Figure 1. Power grid.
Drawn at 10 px/micron. Pins as bars on the die edge. Tap cells in grey.
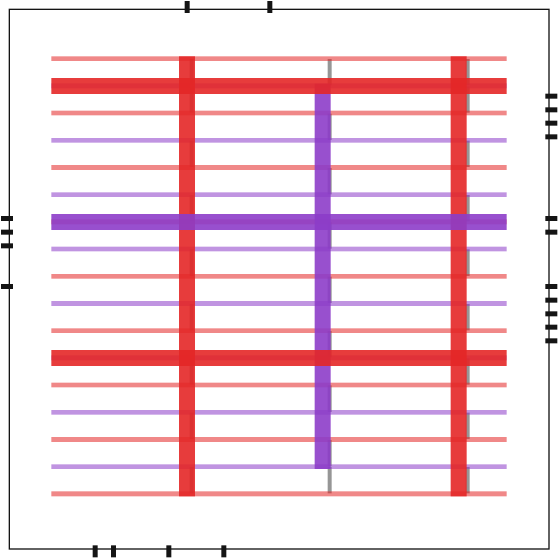
Figure 2. Placement by cell class.
Drawn at 10 px/micron. Fill, decap, tap and diode cells in grey.
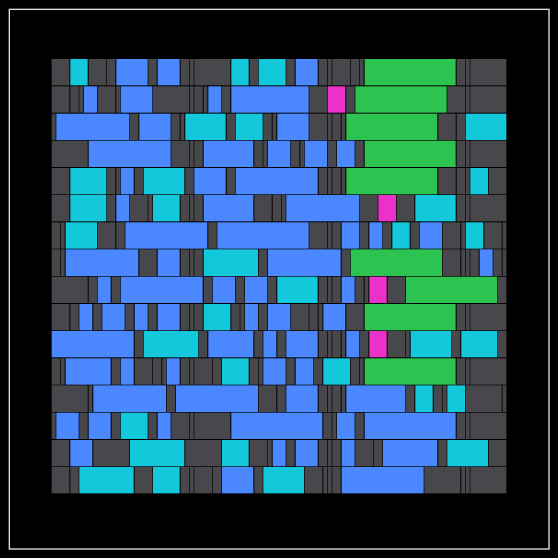
Figure 3. Clock network drawn from the DEF.
Drawn at 6 px/micron.
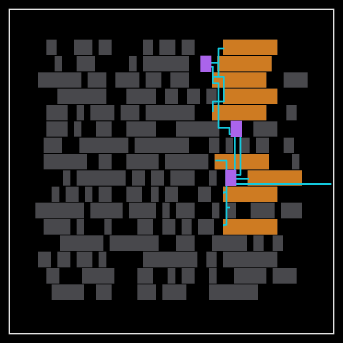
Figure 4. Signal wires by layer.
Drawn at 10 px/micron.
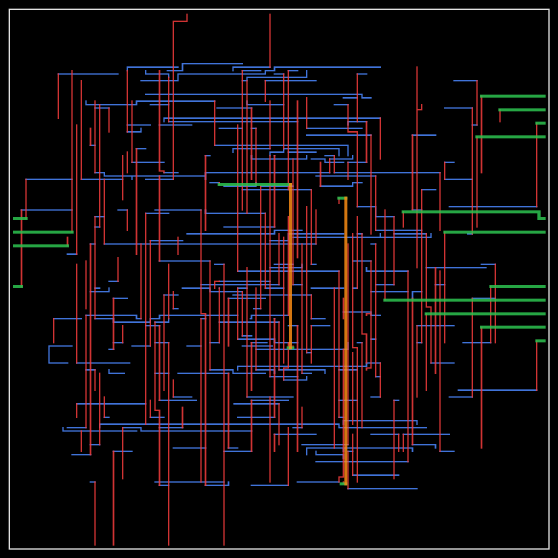
Figure 5. Routing congestion.
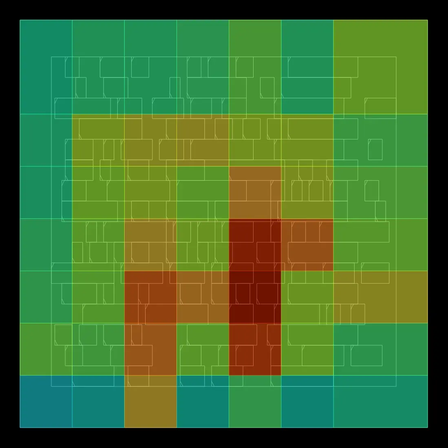
### src/rtl/alu_4bit.sv
// alu_4bit -- 4-bit registered ALU.
//
// Performs one of four operations on two unsigned 4-bit operands and
// registers an 8-bit result plus a carry/borrow flag. Latency is one clock;
// a new operation may be issued every cycle.
//
// Ports:
//   clk    : rising-edge clock
//   rst    : asynchronous active-high reset
//   A, B   : unsigned 4-bit operands
//   TT     : opcode 00 ADD, 01 SUB, 10 MUL, 11 AND
//   Result : registered 8-bit result
//   cout   : registered carry (ADD) / borrow (SUB), 0 for MUL and AND
//   zero   : registered zero flag, only present when ALU_ZERO_FLAG_EN is
//            defined (reset value 1)
//
// Configuration macro: ALU_ZERO_FLAG_EN adds the zero output.

module alu_4bit (
  input  logic       clk,
  input  logic       rst,
  input  logic [3:0] A,
  input  logic [3:0] B,
  input  logic [1:0] TT,
  output logic [7:0] Result,
  output logic       cout
`ifdef ALU_ZERO_FLAG_EN
  ,
  output logic       zero
`endif
);

  typedef enum logic [1:0] {
    OP_ADD = 2'b00,
    OP_SUB = 2'b01,
    OP_MUL = 2'b10,
    OP_AND = 2'b11
  } opcode_e;

  // Bit-level 4-bit ripple-carry adder; returns {carry_out, sum}.
  function automatic logic [4:0] rippleAdd4(input logic [3:0] a,
                                            input logic [3:0] b,
                                            input logic       cin);
    logic [4:0] carry;
    logic [3:0] sum;
    carry[0] = cin;
    for (int i = 0; i < 4; i++) begin
      sum[i]       = a[i] ^ b[i] ^ carry[i];
      carry[i + 1] = (a[i] & b[i]) | (a[i] & carry[i]) | (b[i] & carry[i]);
    end
    return {carry[4], sum};
  endfunction

  opcode_e    op;
  logic [4:0] addSubRaw;
  logic [4:0] mulRow;
  logic [7:0] mulProduct;
  logic [7:0] result_d;
  logic       cout_d;
  logic [7:0] result_q;
  logic       cout_q;

  assign op = opcode_e'(TT);

  // Shared adder/subtractor: SUB is A + ~B + 1. The carry out of a
  // subtraction is the inverse of the borrow.
  always_comb begin
    addSubRaw = rippleAdd4(A, (op == OP_SUB) ? ~B : B, op == OP_SUB);
  end

  // 4x4 array multiplier. Each row adds the next shifted partial product to
  // the upper four bits of the running sum; the low bit of every row is a
  // finished product bit.
  always_comb begin
    mulProduct    = '0;
    mulRow        = {1'b0, A & {4{B[0]}}};
    mulProduct[0] = mulRow[0];
    for (int i = 1; i < 4; i++) begin
      mulRow        = rippleAdd4(mulRow[4:1], A & {4{B[i]}}, 1'b0);
      mulProduct[i] = mulRow[0];
    end
    mulProduct[7:4] = mulRow[4:1];
  end

  // Result selection. A subtraction that borrows produces a negative value,
  // so the upper nibble is sign-filled with ones to give the 8-bit
  // two's-complement difference of the zero-extended operands.
  always_comb begin
    result_d = '0;
    cout_d   = 1'b0;
    case (op)
      OP_ADD: begin
        result_d = {3'b000, addSubRaw};
        cout_d   = addSubRaw[4];
      end
      OP_SUB: begin
        result_d = {{4{~addSubRaw[4]}}, addSubRaw[3:0]};
        cout_d   = ~addSubRaw[4];
      end
      OP_MUL: begin
        result_d = mulProduct;
        cout_d   = 1'b0;
      end
      OP_AND: begin
        result_d = {4'b0000, A & B};
        cout_d   = 1'b0;
      end
      default: begin
        result_d = '0;
        cout_d   = 1'b0;
      end
    endcase
  end

  always_ff @(posedge clk or posedge rst) begin
    if (rst) begin
      result_q <= '0;
      cout_q   <= 1'b0;
    end else begin
      result_q <= result_d;
      cout_q   <= cout_d;
    end
  end

  assign Result = result_q;
  assign cout   = cout_q;

`ifdef ALU_ZERO_FLAG_EN
  logic zero_d;
  logic zero_q;

  assign zero_d = (result_d == 8'h00);

  always_ff @(posedge clk or posedge rst) begin
    if (rst) begin
      zero_q <= 1'b1;
    end else begin
      zero_q <= zero_d;
    end
  end

  assign zero = zero_q;
`endif

endmodule

### config.mk
export PLATFORM = sky130hd
export DESIGN_NAME = alu_4bit
export DESIGN_NICKNAME = d
export VERILOG_FILES = /design/src/rtl/alu_4bit.sv
export SDC_FILE = /design/constraint.sdc
export NUM_CORES = 1
export LEC_CHECK = 0
export CAP_MARGIN = 25
export CELL_PAD_IN_SITES_DETAIL_PLACEMENT = 1
export CELL_PAD_IN_SITES_GLOBAL_PLACEMENT = 1
export CORE_MARGIN = 4
export CORE_UTILIZATION = 42
export CTS_BUF_LIST = sky130_fd_sc_hd__clkbuf_2
export DETAILED_ROUTE_END_ITERATION = 7
export GPL_TIMING_DRIVEN = 0
export PLACE_DENSITY_LB_ADDON = 0.1
export SETUP_SLACK_MARGIN = 0.5
export SLEW_MARGIN = 20
export SYNTH_ARGS = -nofsm -noshare
export SYNTH_HDL_FRONTEND = slang
export SYNTH_SLANG_ARGS = --single-unit
export TNS_END_PERCENT = 20
### constraint.sdc
create_clock -name clk -period 0.8 [get_ports clk]
set_input_delay 0.08 -clock clk [delete_from_list [all_inputs] [get_ports clk]]
set_output_delay 0.08 -clock clk [all_outputs]
set_load 0.02 [all_outputs]
==> run notes <==
The checks that failed: negative setup slack. Data arrives at the worst endpoint at 3390 ps. Per the OpenROAD floorplan log, the width of the die is 53.8 microns. The proportion of layout cells with a drive suffix above 1 is 0.509, and the die outline height is 53.8 microns. The logs give 3.84 mm for the wire length of the first global-routing pass and -2480 ps for the worst setup margin. The CTS buffer count came out at 3. The sort of element at the end of the critical path was a flip-flop. The tools report the routed via count as 683.

Number of nets at floorplan: 108. The via-per-instance ratio was 4.84. The logs give 0.158 for the clock network fraction of total power and 0 for the number of warnings issued by yosys.

The run gives 0.305 GHz as the highest achievable clock rate. In this run the power spent charging and discharging nets is 0.000600 W. The starting density of the core was 0.445. TritonCTS built the clock tree. The placed instance area was 1150 sq um. The post-route fraction of the period consumed by the critical path is 4.10.

The synthesized flop and latch total is 9, and the number of nets with antenna violations after detailed routing is 0. The run gives 882 sq um for the post-synthesis cell area. TritonCTS sink count: 9. Summed over all failing endpoints, the final setup total negative slack is -12560 ps. The number of global-route vias before repair was 799. The post-layout net count was 143; the clock network power was 0.000265 W.

The run gives 0.000545 W as the power drawn by the sequential cells. The post-synthesis mux area share is 0.0170, and the worst-path maximum fanout is 2. The net switching fraction of the power works out to 0.357.

The overall routing resource usage is 0.192. The largest part of the power goes to combinational cells. The required time at the worst endpoint is listed as 910 ps.

Cell seen most often among critical-path stages: sky130_fd_sc_hd__fa_2. The number of I/O port buffers was 20. The largest individual stage delay along the critical path comes from the cell sky130_fd_sc_hd__fa_1.

Dominant non-sequential cell family after synthesis: adder cells. The combinational power share is 0.518, and the internal power is 0.00108 W. After routing the design area is 1270 sq um. According to the floorplan log, the row count is 16.

The deepest clock path buffer count came out at 2. Subtracting the final worst setup slack from the clock period gives 3280 ps. The transition time recorded at the tightest slew-check pin is 247 ps.

The run gives 2.30 mm for the final wirelength. The number of antenna diodes in the final layout is 0. The tally of max-capacitance violations is 0.

Per the CTS log, the root buffer master is sky130_fd_sc_hd__clkbuf_2. The static leakage was 0.587 nW; the tightest slew margin relative to the limit was 0.835. Setup repair after global routing could not meet its margin everywhere. The flow ran to the end, but the final reports show violations. Fraction of synthesized cell area in xor and xnor cells: 0.0397. With the number of buffer and inverter stages on the critical path at 4, the AND-OR/OR-AND share of the synthesized area is 0.0809. The run gives 0 for the total grt overflow. Relative to the synthesized area, the layout overhead comes to 44.3%.

The run gives 0.324 as the share of power burned in registers. The flow reported a cell area power density of 1320 nW/um^2. The critical path goes through buf_8 > and2_4 > ha_4 > inv_2 > fa_2 > inv_2 > fa_1 > fa_2 > fa_2 > inv_2 > fa_1 > fa_2 > fa_1 > o21ai_2.

The core region is 1980 sq um. The final hold violation count recorded for this run is 0. At the end of routability-driven placement, the weighted congestion stood at 0.689. The cell count after synthesis came out at 80. After clock tree synthesis, the clock-pin slew on the worst setup and hold paths is 80 ps. For this design the top-level I/O count stands at 21. The stage logs contain a warning count of 29.

The final timing report counts setup violations totalling 17. The share of the yosys chip area belonging to registers is 0.255. The run gives 1 for the H-tree depth reported by CTS. The delay contributed by the slowest stage of the critical path was 520 ps; the peak ir drop on the vdd network was 587 uV. For the largest net degree at the start of global routing, the log shows 11.

The area fraction in and, or, nand and nor cells after synthesis was 0.223. After synthesis, the design contains 80 cells according to Yosys. The cell family contributing the most delay on the critical path was adder cells. Class of the worst hold path: primary input to asynchronous set/reset pin. Type of origin of the critical path: a primary input. For this block, the initial DRC count from the detailed router was 3. The tools report the detailed placer's ending HPWL as 1.67 mm. Average size of a mapped cell: 11.0 sq um. For this run, the detailed router's first-pass iteration total came to 3.

The library cells used most frequently in the layout, excluding fill and tap cells, are sky130_fd_sc_hd__dfrtp_1, sky130_fd_sc_hd__buf_4, sky130_fd_sc_hd__and2_1. The number of distinct library cells after synthesis was 21; the initial antenna violation count was 0. TritonRoute reported its final design rule violation total as 0. The overall chip area was 2900 sq um; the area share of fa/ha/maj cells after synthesis was 0.321. In the setup report, the worst path falls into the class primary input to flip-flop. The logs give 882 sq um for the yosys-reported design area after synthesis and 0.000871 W for the power of the combinational group.

The total count of max-transition violations in the final report came out at 0.
About Figure 1:
Red is VSS. Purple is VDD.
3 straps on met4. 21 signal pins sit on the boundary. 3 straps on met5. 27 tap cells.

About Figure 2:
Green is flops, cells 9, share of their area 18%. Magenta is clock drivers and dummy loads, cells 4, share of their area 1.6%. Cyan is other buffers and delay cells, cells 32, share of their area 24%. Blue is combinational and other logic, cells 69, share of their area 57%.

About Figure 3:
Cyan is clock wires, length 85.6 microns. Orange is flip-flops, count 9. Purple is clock drivers, count 3.
There are 4 routed clock nets.

About Figure 4:
Green is metal 3, wire length 104 microns. Red is metal 2, wire length 1290 microns. Orange is metal 4, wire length 44.9 microns. Blue is metal 1, wire length 855 microns.

About Figure 5:
met2 global-route usage: 0.373
grt met1 use: 0.201
final core utilization: 0.642
mean routed wirelength per cell: 16.3 microns

worst paths after layout:
kind,startpoint,to,cells past startpoint
min in group clk,A[2],Result[2],3
worst min-delay path,rst,Result[1],2
worst max-delay path,B[0],Result[6],14
max in group asynchronous,rst,Result[5],2
stage by stage:
step	util	hold WS (ps)	std cells	setup slack [ps]	total power (W)
6_report	0.642	67.6	141	-2480	0.00168
5_1_grt	0.642	80.9	141	-2590	0.00182
4_1_cts	0.626	63.8	140	-2530	0.00164
3_5_place_dp	0.578	366	127	-3380	0.00136
3_3_place_gp	0.578	346	127	-3350	0.00131
2_1_floorplan	-	-92.1	80	-2610	0.00105
kinds of logic (layout without fill, tap and decap cells):
logic type | Yosys count | count (layout)
and+or+nand+nor | 31 | 31
AOI/OAI and AO/OA | 8 | 8
xor gates and xnor gates | 4 | 4
muxes | 1 | 1
DFF | 9 | 9
adders and majority gates | 16 | 16
buffers and inverters | 11 | 45
flip-flops by register name, summed over array words and instances (netlist names):
| name | flops |
|---|---|
| cout | 1 |
| Result | 8 |
repair_timing:
item | 4_1_cts | 5_1_grt
hold buffers | 0 | 0
endpoints found under the setup margin | 27 | 18
buffers inserted | 9 | 1
gates resized | 84 | 8
pin swaps | 14 | 7
metal layers:
| metal | global-route usage | wire [microns] | vias to the layer above |
|---|---|---|---|
| met5 | 0 | 0 | - |
| met1 | 0.201 | 855 | 338 |
| li1 | - | - | 321 |
| met4 | 0.0851 | 44 | 0 |
| met3 | 0.0249 | 104 | 4 |
| met2 | 0.373 | 1290 | 20 |
final cells by class:
type	instances	area, sq um
clock buffers	4	20.0
multi-input cells	60	668
fillers	208	709
plain buffers	2	22.5
well taps	27	33.8
flip-flops and latches	9	225
repair buffers	30	269
inverters	9	33.8
cell usage after synthesis:
| library cell | n | share of area |
|---|---|---|
| sky130_fd_sc_hd__o21ai_1 | 1 | 0.0057 |
| sky130_fd_sc_hd__nand3_1 | 3 | 0.017 |
| sky130_fd_sc_hd__mux2_4 | 1 | 0.017 |
| sky130_fd_sc_hd__dfrtp_1 | 9 | 0.26 |
| sky130_fd_sc_hd__nand3b_4 | 1 | 0.023 |
| sky130_fd_sc_hd__nand2b_4 | 1 | 0.016 |
| sky130_fd_sc_hd__inv_1 | 9 | 0.038 |
| sky130_fd_sc_hd__nand2_1 | 6 | 0.026 |
| sky130_fd_sc_hd__o31ai_4 | 1 | 0.024 |
| sky130_fd_sc_hd__o21ai_2 | 3 | 0.030 |
| sky130_fd_sc_hd__fa_1 | 11 | 0.25 |
| sky130_fd_sc_hd__buf_6 | 2 | 0.026 |
| sky130_fd_sc_hd__nor2_1 | 3 | 0.013 |
| sky130_fd_sc_hd__nor2b_4 | 1 | 0.016 |
| sky130_fd_sc_hd__xnor2_1 | 2 | 0.020 |
| sky130_fd_sc_hd__nand2b_1 | 4 | 0.028 |
| sky130_fd_sc_hd__ha_1 | 5 | 0.071 |
| sky130_fd_sc_hd__a31oi_1 | 3 | 0.021 |
| sky130_fd_sc_hd__and2_1 | 10 | 0.071 |
| sky130_fd_sc_hd__nor2b_1 | 2 | 0.014 |
| sky130_fd_sc_hd__xor2_1 | 2 | 0.020 |
Power figures rest on the tool's default switching activity, not on a simulated workload.
